**src/rtl/dma_channel_arbiter.sv**
```systemverilog
// dma_channel_arbiter
//
// Round-robin arbiter sharing one bsg_cache-style DMA port among num_req_p
// requesters. One transaction is in flight at a time. The granted requester's
// packet is forwarded downstream. Exactly burst_len_p data beats are then
// steered in the packet's direction before the next arbitration.
//
// Ports
//   clk_i, reset_i                  core clock, synchronous active-high reset
//   dma_pkt_i/_v_i/_yumi_o          per-requester packet {write_not_read, addr}
//   dma_data_i/_v_i/_yumi_o         per-requester write data
//   dma_data_o/_v_o/_ready_and_i    read data (broadcast) with per-requester valid
//   mem_dma_pkt_o/_v_o/_yumi_i      downstream packet channel
//   mem_dma_data_o/_v_o/_yumi_i     downstream write-data channel
//   mem_dma_data_i/_v_i/_ready_and_o downstream read-data channel
module dma_channel_arbiter #(
  parameter int num_req_p     = 2,
  parameter int caddr_width_p = 28,
  parameter int data_width_p  = 64,
  parameter int burst_len_p   = 8,
  localparam int dma_pkt_width_lp = 1 + caddr_width_p
) (
  input  logic                                  clk_i,
  input  logic                                  reset_i,

  input  logic [num_req_p*dma_pkt_width_lp-1:0] dma_pkt_i,
  input  logic [num_req_p-1:0]                  dma_pkt_v_i,
  output logic [num_req_p-1:0]                  dma_pkt_yumi_o,

  input  logic [num_req_p*data_width_p-1:0]     dma_data_i,
  input  logic [num_req_p-1:0]                  dma_data_v_i,
  output logic [num_req_p-1:0]                  dma_data_yumi_o,

  output logic [data_width_p-1:0]               dma_data_o,
  output logic [num_req_p-1:0]                  dma_data_v_o,
  input  logic [num_req_p-1:0]                  dma_data_ready_and_i,

  output logic [dma_pkt_width_lp-1:0]           mem_dma_pkt_o,
  output logic                                  mem_dma_pkt_v_o,
  input  logic                                  mem_dma_pkt_yumi_i,

  output logic [data_width_p-1:0]               mem_dma_data_o,
  output logic                                  mem_dma_data_v_o,
  input  logic                                  mem_dma_data_yumi_i,

  input  logic [data_width_p-1:0]               mem_dma_data_i,
  input  logic                                  mem_dma_data_v_i,
  output logic                                  mem_dma_data_ready_and_o
);

  localparam int ptr_w_lp  = (num_req_p > 1) ? $clog2(num_req_p) : 1;
  localparam int beat_w_lp = (burst_len_p > 1) ? $clog2(burst_len_p) : 1;
  localparam logic [num_req_p-1:0] unit_lp = num_req_p'(1);

  typedef enum logic [1:0] {StIdle, StIssue, StWrite, StRead} state_e;

  state_e               state_r;
  logic [ptr_w_lp-1:0]  rr_ptr_r;
  logic [ptr_w_lp-1:0]  grant_r;
  logic [beat_w_lp-1:0] beat_r;

  logic [num_req_p-1:0]        w_grant_oh;
  logic [dma_pkt_width_lp-1:0] w_pkt_sel;
  logic [data_width_p-1:0]     w_data_sel;
  logic                        w_found;
  logic [ptr_w_lp-1:0]         w_pick;
  logic [ptr_w_lp-1:0]         w_next_ptr;
  logic                        w_beat_fire;
  logic                        w_last_beat;

  // One-hot form of grant_r avoids variable bit-selects on narrow vectors.
  assign w_grant_oh = unit_lp << grant_r;
  assign w_pkt_sel  = dma_pkt_i[int'(grant_r)*dma_pkt_width_lp +: dma_pkt_width_lp];
  assign w_data_sel = dma_data_i[int'(grant_r)*data_width_p +: data_width_p];

  // First valid requester at or after rr_ptr_r, wrapping around.
  always_comb begin
    int idx;
    w_found = 1'b0;
    w_pick  = rr_ptr_r;
    for (int i = 0; i < num_req_p; i++) begin
      idx = int'(rr_ptr_r) + i;
      if (idx >= num_req_p) idx = idx - num_req_p;
      if (!w_found && |(dma_pkt_v_i & (unit_lp << idx))) begin
        w_found = 1'b1;
        w_pick  = ptr_w_lp'(idx);
      end
    end
  end

  assign w_next_ptr  = (int'(grant_r) == num_req_p - 1) ? '0 : grant_r + 1'b1;
  assign w_last_beat = (beat_r == beat_w_lp'(burst_len_p - 1));
  assign w_beat_fire = ((state_r == StWrite) && mem_dma_data_yumi_i)
                    || ((state_r == StRead) && mem_dma_data_v_i && mem_dma_data_ready_and_o);

  assign mem_dma_pkt_o  = w_pkt_sel;
  assign mem_dma_data_o = w_data_sel;
  assign dma_data_o     = mem_dma_data_i;

  // Handshake steering: only the granted requester in its current phase sees activity.
  always_comb begin
    dma_pkt_yumi_o           = '0;
    dma_data_yumi_o          = '0;
    dma_data_v_o             = '0;
    mem_dma_pkt_v_o          = 1'b0;
    mem_dma_data_v_o         = 1'b0;
    mem_dma_data_ready_and_o = 1'b0;
    case (state_r)
      StIssue: begin
        mem_dma_pkt_v_o = |(dma_pkt_v_i & w_grant_oh);
        dma_pkt_yumi_o  = w_grant_oh & {num_req_p{mem_dma_pkt_yumi_i}};
      end
      StWrite: begin
        mem_dma_data_v_o = |(dma_data_v_i & w_grant_oh);
        dma_data_yumi_o  = w_grant_oh & {num_req_p{mem_dma_data_yumi_i}};
      end
      StRead: begin
        dma_data_v_o             = w_grant_oh & {num_req_p{mem_dma_data_v_i}};
        mem_dma_data_ready_and_o = |(dma_data_ready_and_i & w_grant_oh);
      end
      default: ;
    endcase
  end

  always_ff @(posedge clk_i) begin
    if (reset_i) begin
      state_r  <= StIdle;
      rr_ptr_r <= '0;
      grant_r  <= '0;
      beat_r   <= '0;
    end else begin
      case (state_r)
        StIdle: begin
          if (w_found) begin
            grant_r <= w_pick;
            state_r <= StIssue;
          end
        end
        StIssue: begin
          if (mem_dma_pkt_yumi_i) begin
            state_r <= w_pkt_sel[dma_pkt_width_lp-1] ? StWrite : StRead;
          end
        end
        StWrite, StRead: begin
          if (w_beat_fire) begin
            if (w_last_beat) begin
              beat_r   <= '0;
              rr_ptr_r <= w_next_ptr;
              state_r  <= StIdle;
            end else begin
              beat_r <= beat_r + 1'b1;
            end
          end
        end
        default: state_r <= StIdle;
      endcase
    end
  end

  // Protocol checks on the requester and downstream sides.
  a_pkt_v_held: assert property (@(posedge clk_i) disable iff (reset_i)
    (state_r == StIssue) |-> |(dma_pkt_v_i & w_grant_oh));
  a_rd_v_phase: assert property (@(posedge clk_i) disable iff (reset_i)
    mem_dma_data_v_i |-> (state_r == StRead));
  a_wr_yumi_phase: assert property (@(posedge clk_i) disable iff (reset_i)
    mem_dma_data_yumi_i |-> (state_r == StWrite));

endmodule

```
**config.mk**
```make
export PLATFORM = sky130hd
export DESIGN_NAME = dma_channel_arbiter
export DESIGN_NICKNAME = d
export VERILOG_FILES = /design/src/rtl/dma_channel_arbiter.sv
export SDC_FILE = /design/constraint.sdc
export NUM_CORES = 1
export LEC_CHECK = 0
export ABC_AREA = 1
export CORE_AREA = 2 2 165 167
export DETAILED_ROUTE_END_ITERATION = 12
export DIE_AREA = 0 0 167 169
export GPL_TIMING_DRIVEN = 1
export HOLD_SLACK_MARGIN = 0.08
export PLACE_DENSITY_LB_ADDON = 0.12
export SETUP_SLACK_MARGIN = 0.4
export SYNTH_ARGS = -nofsm -noshare
export SYNTH_HDL_FRONTEND = slang
export SYNTH_SLANG_ARGS = --single-unit
```
**constraint.sdc**
```tcl
create_clock -name clk_i -period 2.6 [get_ports clk_i]
set_input_delay 0.26 -clock clk_i [delete_from_list [all_inputs] [get_ports clk_i]]
set_output_delay 0.26 -clock clk_i [all_outputs]
set_load 0.01 [all_outputs]
```
Figure 1. Nets reached from selected ports (run 1).
Bar = 50 µm.
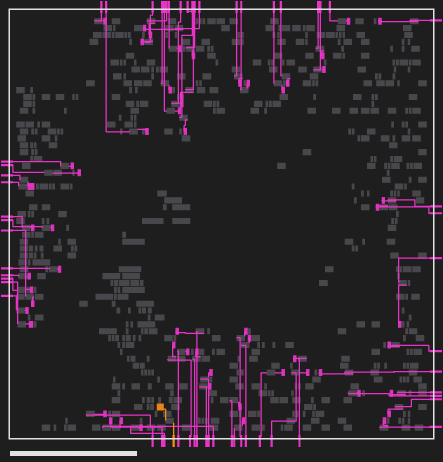
color	port	direction	edge	end cells	wire
magenta	dma_pkt_i	input	19 north, 17 south, 12 west, 10 east	58	1610 µm
orange	mem_dma_pkt_v_o	output	south	1	10.9 µm

Figure 2. Logic cells by family (run 1).
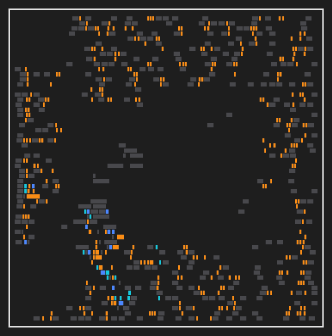
color	family	cells
blue	aoi and oai cells	12
cyan	nor cells	16
orange	nand cells	302

Figure 3. Layout detail (run 1).
Bar = 10 µm. Region (29, 30) to (54, 55) µm. Cells in gray, sequential cells in the stronger gray; small squares are vias.
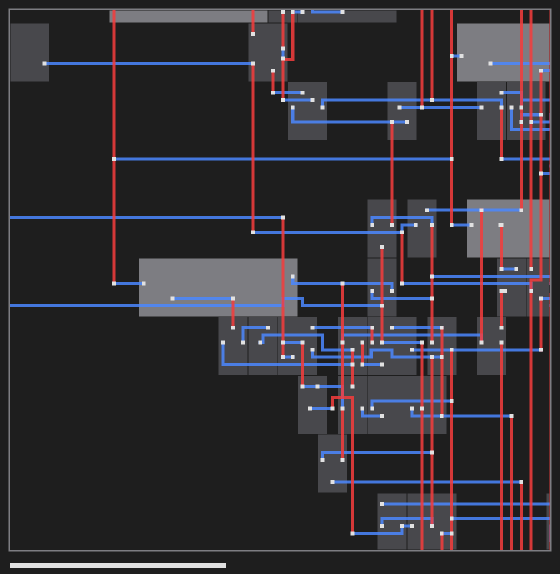
color	layer
red	M2
blue	M1
most frequent	nand2_1 (7), inv_1 (5), dfxtp_1 (3)
sequential cells in the window	3
cells with their middle in the window	26
netlist names of flops here include	state_r (2), rr_ptr_r (1)

Figure 4. Register map, names as in the netlist (run 1).
Bar = 50 µm. Other sequential cells in the stronger gray, the rest of the logic in the fainter gray.
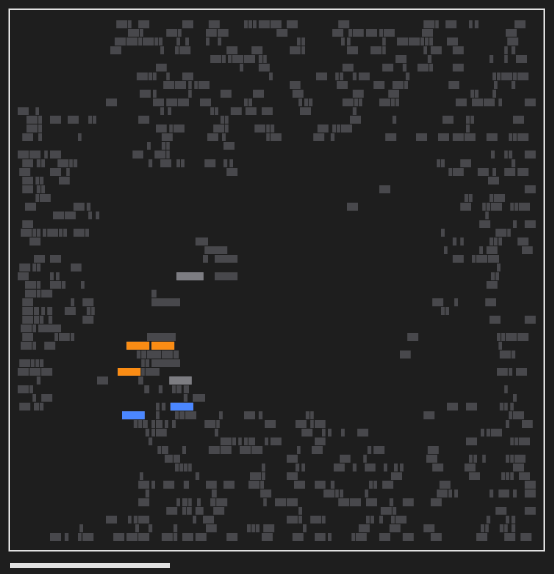
color	netlist name	placed flops
orange	beat_r	3
blue	state_r	2
not colored	2

==> run 1: where the power goes <==
| group | switching, µW | total, µW | internal [µW] | leakage (µW) |
|---|---|---|---|---|
| clock | 63.4 | 266 | 202 | 0.0000409 |
| sequential | 26.6 | 160 | 134 | 0.0000580 |
| combinational | 758 | 1620 | 863 | 0.00219 |
| total | 848 | 2050 | 1200 | 0.00229 |
==> run 1: kinds of logic (layout without fill, tap and decap cells) <==
| logic type | count (synthesis) | in the layout | synth area share [%] |
|---|---|---|---|
| simple gates | 318 | 318 | 58.84 |
| buf+inv | 100 | 321 | 29.83 |
| compound gates | 13 | 13 | 3.538 |
| flops | 7 | 7 | 6.604 |
| fa+ha+maj | 2 | 2 | 1.179 |
==> results_slide.txt, run 1 <==
Synthesis and Place & Route Summary

Logic synthesis
  – Area leader share: 51.65%
  – Avg Cell Area, Syn: 4.823 µm²
  – Commonest cells post-synth: nand2_1 (292), buf_4 (65), inv_1 (12), buf_2 (11), nor2_1 (11)
  – Post-synth top area cell: nand2_1
  – Synthesis Warnings: 0
  – Cell Type Count: 24
  – Register area share after synthesis: 6.604%
  – Cells after synthesis: 440
  – Post-synthesis async set-or-reset flop share: 0%
  – Main synth FF type: dfxtp_1

Clock tree
  – TritonCTS Sinks: 7
  – Root Buffer: clkbuf_16
  – CTS tree: built
  – CTS Buf Count: 3
  – Gates resized, CTS repair: 1

Floorplan
  – Die W: 167 µm
  – Tapcell Cnt: 341
  – Core area: 26500 µm²
  – Rows: 60
  – DIE AREA: 28220 µm²
  – I/O pins: 427
  – Fp util: 8.008%

Final layout
  – Max reg flops: 3
  – Design Area, Final: 5111 µm²
  – Largest cell class by area: buffers
  – Mi-comb count: 333
  – CLK BUF: 3
  – Dominant logic cell type in the layout: clkdlybuf4s50_1
  – Non-CTS buffers: 302
  – Final non-clock buffer share: 59.76%
  – Final Non-Filler Cells: 1002
  – # fillers: 3063
  – Area delta synth->final: 140.9%
  – Logic area: 1349 µm²
  – Sequential cell area share: 2.815%

Hold path
  – Hold path endpoint: beat_r[1]
  – Hold WC Path Type: reg2reg
  – Worst Hold Path Cells: 2

Placed design
  – Dpl ws: 0.6014 ns
  – Post-DP HPWL: 12300 µm
  – Inst Count DP: 998

Global routing
  – Largest net degree at the start of global routing: 61
  – Met3 usage: 2.455%
  – Vias in the first global route: 3463
  – Overall Global Routing Usage: 9.749%
  – Initial antenna violation count: 0
  – Met2 usage: 18.34%
  – First-pass GRT wire length: 21380 µm

Routing
  – DR iter-0 viols: 113
  – Post-Route WL: 14960 µm
  – Top layer in use: met4
  – Vias: 3266
  – Met2 wire length: 7717 µm
  – Drt wl/cell: 14.93 µm

Critical path
  – Reg2Reg Depth: 9
  – Crit path max fanout: 38
  – Critical Path Start Type: flop
  – Largest delay share family, worst path: buffers and inverters
  – Flop2flop setup slack: 1.09 ns
  – Critical Path RT: 2.34 ns
  – CP Depth: 5
  – WP buf/inv: 3
  – Critical path, cell by cell: clkinv_2 -> buf_6 -> nand2_1 -> nand2_1 -> clkdlybuf4s50_1
  – R2r endpoint: rr_ptr_r
  – Crit end category: output port

Pwr
  – Cell Pwr Density: 400.5 nW/µm²
  – Worst vdd rail ir drop: 0.0001896 V

Flow run
  – Max cap viols: 0
  – Count of tool warnings: 26

Timing
  – Worst hold slack: 0.4647 ns
  – Slew Viols, Final: 0
  – Measured slew at the worst slew-check pin: 0.3213 ns
  – Period Utilization, post-route: 79.43%
  – Final WS setup: 0.5347 ns
  – Fmax: 0.4842 GHz

Run status
  – Run status: completed
Figure 5. Track usage over the die (run 1).
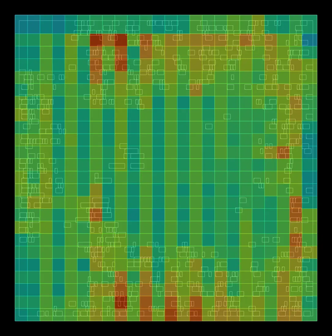

## Run 2: what changed since run 1
--- a/config.mk
+++ b/config.mk
@@ -6,9 +6,9 @@
 export NUM_CORES = 1
 export LEC_CHECK = 0
 export ABC_AREA = 1
-export CORE_AREA = 2 2 165 167
+export CORE_AREA = 2 2 164 166
 export DETAILED_ROUTE_END_ITERATION = 12
-export DIE_AREA = 0 0 167 169
+export DIE_AREA = 0 0 166 168
 export GPL_TIMING_DRIVEN = 1
 export HOLD_SLACK_MARGIN = 0.08
 export PLACE_DENSITY_LB_ADDON = 0.12
==> constraint.sdc (replaced) <==
create_clock -name clk_i -period 2.15 [get_ports clk_i]
set_input_delay 0.215 -clock clk_i [delete_from_list [all_inputs] [get_ports clk_i]]
set_output_delay 0.215 -clock clk_i [all_outputs]
set_load 0.01 [all_outputs]
Figure 6. Track usage over the die (run 2).
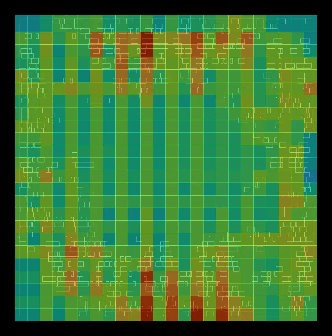
GR peak layer: met2
fin util: 20.55%
met1 usage: 10.73%
Overall Global Routing Usage: 9.160%

==> results_slide.txt, run 2 <==
Synthesis and Place & Route Summary

Run status
  – Run status: completed

Pwr
  – Total power: 2545 µW
  – Clk network pwr share: 12.3%
  – P_comb: 2040 µW
  – Switching share of power: 40.40%
  – Worst vdd rail ir drop: 0.0002133 V
  – Int Power: 1517 µW
  – Clock-net power: 312 µW
  – Seq pwr share: 7.7%
  – Net switching power figure: 1028 µW
  – Leading power group: combinational cells

Final layout
  – Area delta synth->final: 155.2%
  – Design Area, Final: 5415 µm²
  – Logic share of the area: 25.14%
  – Non-CTS buffers: 313
  – Mi-comb count: 333
  – CLK BUF: 4
  – Dominant logic cell type in the layout: nand2_1
  – Largest cell class by area: buffers
  – Final non-clock buffer share: 61.74%
  – Max reg flops: 3
  – Sequential cell area share: 2.657%
  – Logic area: 1361 µm²
  – Register with the most flip-flops: beat_r

Floorplan
  – Tapcell Cnt: 341
  – Rows: 60
  – DIE AREA: 27890 µm²
  – Fp util: 8.053%
  – I/O pins: 427
  – Die W: 166 µm
  – Core area: 26350 µm²

Hold path
  – Hold path endpoint: dma_data_o[13]
  – Worst Hold Path Cells: 0

Routing
  – Top layer in use: met4
  – Vias: 3330
  – Drt wl/cell: 14.02 µm
  – M1 WL: 5835 µm
  – Post-Route WL: 14200 µm

Critical path
  – Crit path max fanout: 25
  – WP buf/inv: 3
  – Critical Path Start Type: flop
  – Reg2Reg Depth: 9
  – CP Depth: 5
  – Critical path, cell by cell: clkinv_4 -> bufbuf_16 -> nand2_1 -> nand2_1 -> clkdlybuf4s50_1
  – Largest delay share family, worst path: buffers and inverters
  – Flop2flop setup slack: 0.75 ns
  – R2r endpoint: rr_ptr_r
  – Critical Path RT: 1.93 ns

Logic synthesis
  – Avg Cell Area, Syn: 4.823 µm²
  – Post-synthesis async set-or-reset flop share: 0%
  – Area leader share: 51.65%
  – Cells after synthesis: 440
  – Register area share after synthesis: 6.604%
  – Post-synth top area cell: nand2_1
  – Cell Type Count: 24
  – Main synth FF type: dfxtp_1
  – Synthesis Warnings: 0
  – Commonest cells post-synth: nand2_1 (292), buf_4 (65), inv_1 (12), buf_2 (11), nor2_1 (11)

Global routing
  – Met2 usage: 16.94%
  – First-pass GRT wire length: 20220 µm
  – Met3 usage: 1.928%
  – Vias in the first global route: 3465
  – Largest net degree at the start of global routing: 51
  – Initial antenna violation count: 0

Clock tree
  – CTS Buf Count: 3
  – CTS tree: built
  – Root Buffer: clkbuf_16

Placed design
  – Post-DP HPWL: 10350 µm
  – Count of input and output buffers: 298

Timing
  – Slew Viols, Final: 0
  – Relative slew slack: 77.58%
  – Measured slew at the worst slew-check pin: 0.3328 ns
  – Worst hold slack: 0.4300 ns
  – Period Utilization, post-route: 87.81%

Flow run
  – Max cap viols: 0
Figure 7. Logic cells by family (run 2).
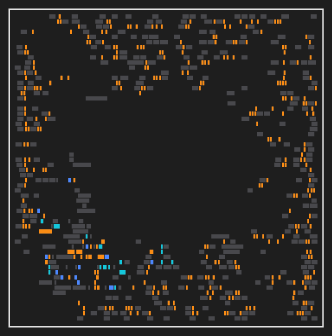
color	family	cells
orange	nand cells	302
cyan	nor cells	16
blue	aoi and oai cells	12

## run 2: cell counts after synthesis
No cell type changed its count.
## run 2: what timing repair did
item,CTS,global route
resized,28,46
endpoints found under the setup margin,102,87
cloned,3,3
buffers inserted,2,3
## run 2: stage by stage
stage               instances  setup WS [ns]
global placement          998         0.1473
floorplan                 440         0.8641
global route             1013         0.1502
detailed placement        998         0.1211
finish                   1013         0.2621
CTS                      1007         0.1753
## run 2: logic make-up after synthesis
| family | Yosys count | synth area share [%] |
|---|---|---|
| DFF | 7 | 6.604 |
| AOI/OAI and AO/OA | 13 | 3.538 |
| and+or+nand+nor | 318 | 58.84 |
| adders and majority gates | 2 | 1.179 |
| buffers and inverters | 100 | 29.83 |
Figure 8. Register map, names as in the netlist (run 2).
Bar = 50 µm. Other sequential cells in the stronger gray, the rest of the logic in the fainter gray.
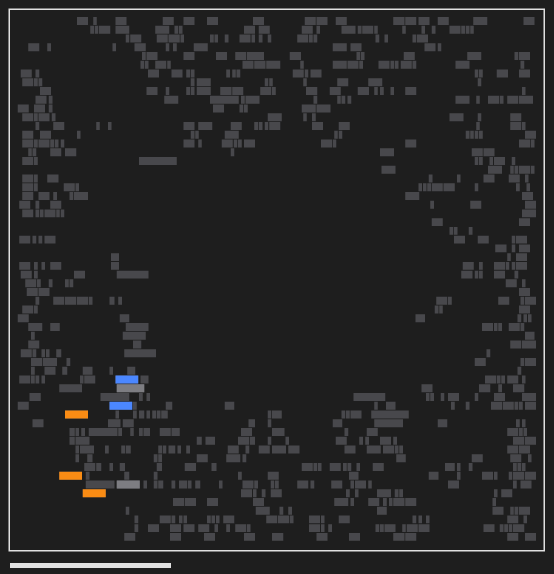

## Run 3: what changed since run 2
--- a/config.mk
+++ b/config.mk
@@ -5,10 +5,10 @@
 export SDC_FILE = /design/constraint.sdc
 export NUM_CORES = 1
 export LEC_CHECK = 0
-export ABC_AREA = 1
-export CORE_AREA = 2 2 164 166
+export ABC_AREA = 0
+export CORE_AREA = 2 2 166 168
 export DETAILED_ROUTE_END_ITERATION = 12
-export DIE_AREA = 0 0 166 168
+export DIE_AREA = 0 0 168 170
 export GPL_TIMING_DRIVEN = 1
 export HOLD_SLACK_MARGIN = 0.08
 export PLACE_DENSITY_LB_ADDON = 0.12
Figure 9. Register map, names as in the netlist (run 3).
Bar = 50 µm. Other sequential cells in the stronger gray, the rest of the logic in the fainter gray.
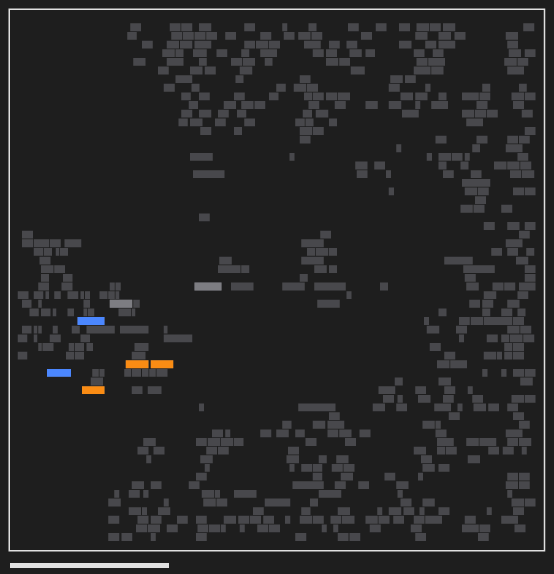
color	netlist name	placed flops
blue	state_r	2
orange	beat_r	3
not colored	2

==> results_slide.txt, run 3 <==
Synthesis and Place & Route Summary

Logic synthesis
  – Commonest cells post-synth: mux2_2 (94), buf_4 (65), buf_2 (11), nor2_1 (9), dfxtp_1 (7)
  – Post-synthesis async set-or-reset flop share: 0%
  – Synthesis Warnings: 0
  – Cell Type Count: 29
  – Cells after synthesis: 225
  – Main synth FF type: dfxtp_1
  – Post-synth EDFFs: 0
  – And+or+nand+nor area frac: 7.599%
  – YS chip area: 2058 µm²
  – Mux share: 54.59%
  – XORs/XNORs by Area: 0%
  – Register area share after synthesis: 6.809%
  – Area leader share: 51.43%
  – Adder share: 1.216%
  – Avg Cell Area, Syn: 9.148 µm²
  – Logic family by area: multiplexers
  – Post-synth top area cell: mux2_2
  – Compound Share, Synth: 2.492%

Global routing
  – Largest net degree at the start of global routing: 18
  – Initial antenna violation count: 1
  – Met3 usage: 2.721%
  – Vias in the first global route: 2845
  – GR peak layer: met2
  – First-pass GRT wire length: 20000 µm
  – Met1 usage: 11.37%

Timing
  – Fmax: 0.5303 GHz
  – Final WS setup: 0.2643 ns
  – Relative slew slack: 73.56%
  – Period Utilization, post-route: 87.71%
  – Measured slew at the worst slew-check pin: 0.3954 ns
  – Slew Viols, Final: 0
  – Worst hold slack: 0.4300 ns

Hold path
  – Worst Hold Path Cells: 0
  – Hold path endpoint: dma_data_o[11]
  – Hold WC Path Type: in2out

Final layout
  – Final Non-Filler Cells: 851
  – Design Area, Final: 5664 µm²
  – Max reg flops: 3
  – Final non-clock buffer share: 62.16%
  – Register with the most flip-flops: beat_r
  – Area delta synth->final: 175.2%
  – CLK BUF: 4
  – Share of cells above drive strength 1: 46.17%
  – Fin util: 21.25%
  – # fillers: 2922
  – Sequential cell area share: 2.629%
  – Largest cell class by area: buffers
  – Logic area: 1483 µm²
  – Dominant logic cell type in the layout: clkdlybuf4s50_1
  – Logic share of the area: 26.18%
  – Flops: 7
  – Mi-comb count: 139
  – Non-CTS buffers: 358

Clock tree
  – Root Buffer: clkbuf_16
  – H-Tree Depth: 1
  – Gates resized, CTS repair: 214
  – TritonCTS Sinks: 7
  – # Post-CTS Setup Buffers: 25
  – CTS Buf Count: 3
  – CTS tree: built

Run status
  – Run status: completed

Pwr
  – Cell Pwr Density: 304.4 nW/µm²
  – Worst vdd rail ir drop: 0.0002603 V
  – Total power: 1724 µW

Critical path
  – Crit path max fanout: 8
  – Critical path, cell by cell: buf_6 -> buf_12 -> buf_16 -> buf_12 -> buf_4 -> mux2_4 -> buf_6
  – Critical Path Start Type: flop
  – Reg2Reg Depth: 7
  – Worst Setup SP: grant_r
  – Largest delay share family, worst path: buffers and inverters
  – Crit-path slowest cell: dfxtp_4
  – WP buf/inv: 6
  – Crit-path max cell delay: 0.38 ns
  – Flop2flop setup slack: 0.37 ns
  – Crit end category: output port
  – CP Depth: 7
  – Critical Path RT: 1.93 ns
  – R2r endpoint: state_r[0]

Flow run
  – Max cap viols: 0
  – Count of tool warnings: 28

Floorplan
  – Fp util: 7.723%
  – DIE AREA: 28560 µm²
  – Die W: 168 µm
  – Tapcell Cnt: 341
  – I/O pins: 427
  – Core area: 26650 µm²
  – Rows: 60

Routing
  – DR iter-0 viols: 34
  – Detail Route Antenna Nets: 0
  – Vias: 2696
  – Met2 wire length: 7771 µm
  – Drt wl/cell: 17.84 µm
  – Post-Route WL: 15180 µm
  – M1 WL: 6118 µm
  – Top layer in use: met4

Placed design
  – Post-DP HPWL: 11730 µm
  – Placed instance area: 4981 µm²
  – Dpl ws: 0.2085 ns
  – Inst Count DP: 790
  – Count of input and output buffers: 298
Figure 10. Track usage over the die (run 3).
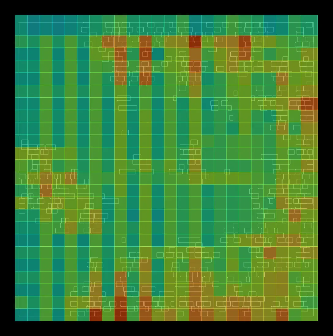
met2 usage: 17.03%
Overall Global Routing Usage: 9.436%

run 3: cell types whose count changed in the layout (fill, tap and decap cells not counted), moves of 7 or more:
cell	previous run	this run
nand2_1	292	2
mux2_2	0	68
clkdlybuf4s50_1	241	201
dlymetal6s2s_1	39	2
buf_4	5	37
buf_6	0	31
clkbuf_2	1	28
mux2_4	0	27
buf_2	1	14
inv_1	12	1
dlygate4sd2_1	15	25
buf_12	2	9
run 3: logic make-up (layout without fill, tap and decap cells):
group / Yosys count / after routing
AND-OR/OR-AND: 8 / 8
adder cells (fa/ha/maj): 2 / 2
buffers and inverters: 79 / 363
flip-flops: 7 / 7
multiplexers: 100 / 100
other: 0 / 1
AND/OR/NAND/NOR: 29 / 29
run 3: power by group:
part | internal (µW) | switching [µW]
sequential | 138 | 17.3
clock | 247 | 71.8
combinational | 836 | 414
Power is estimated from default activity; no workload was simulated.
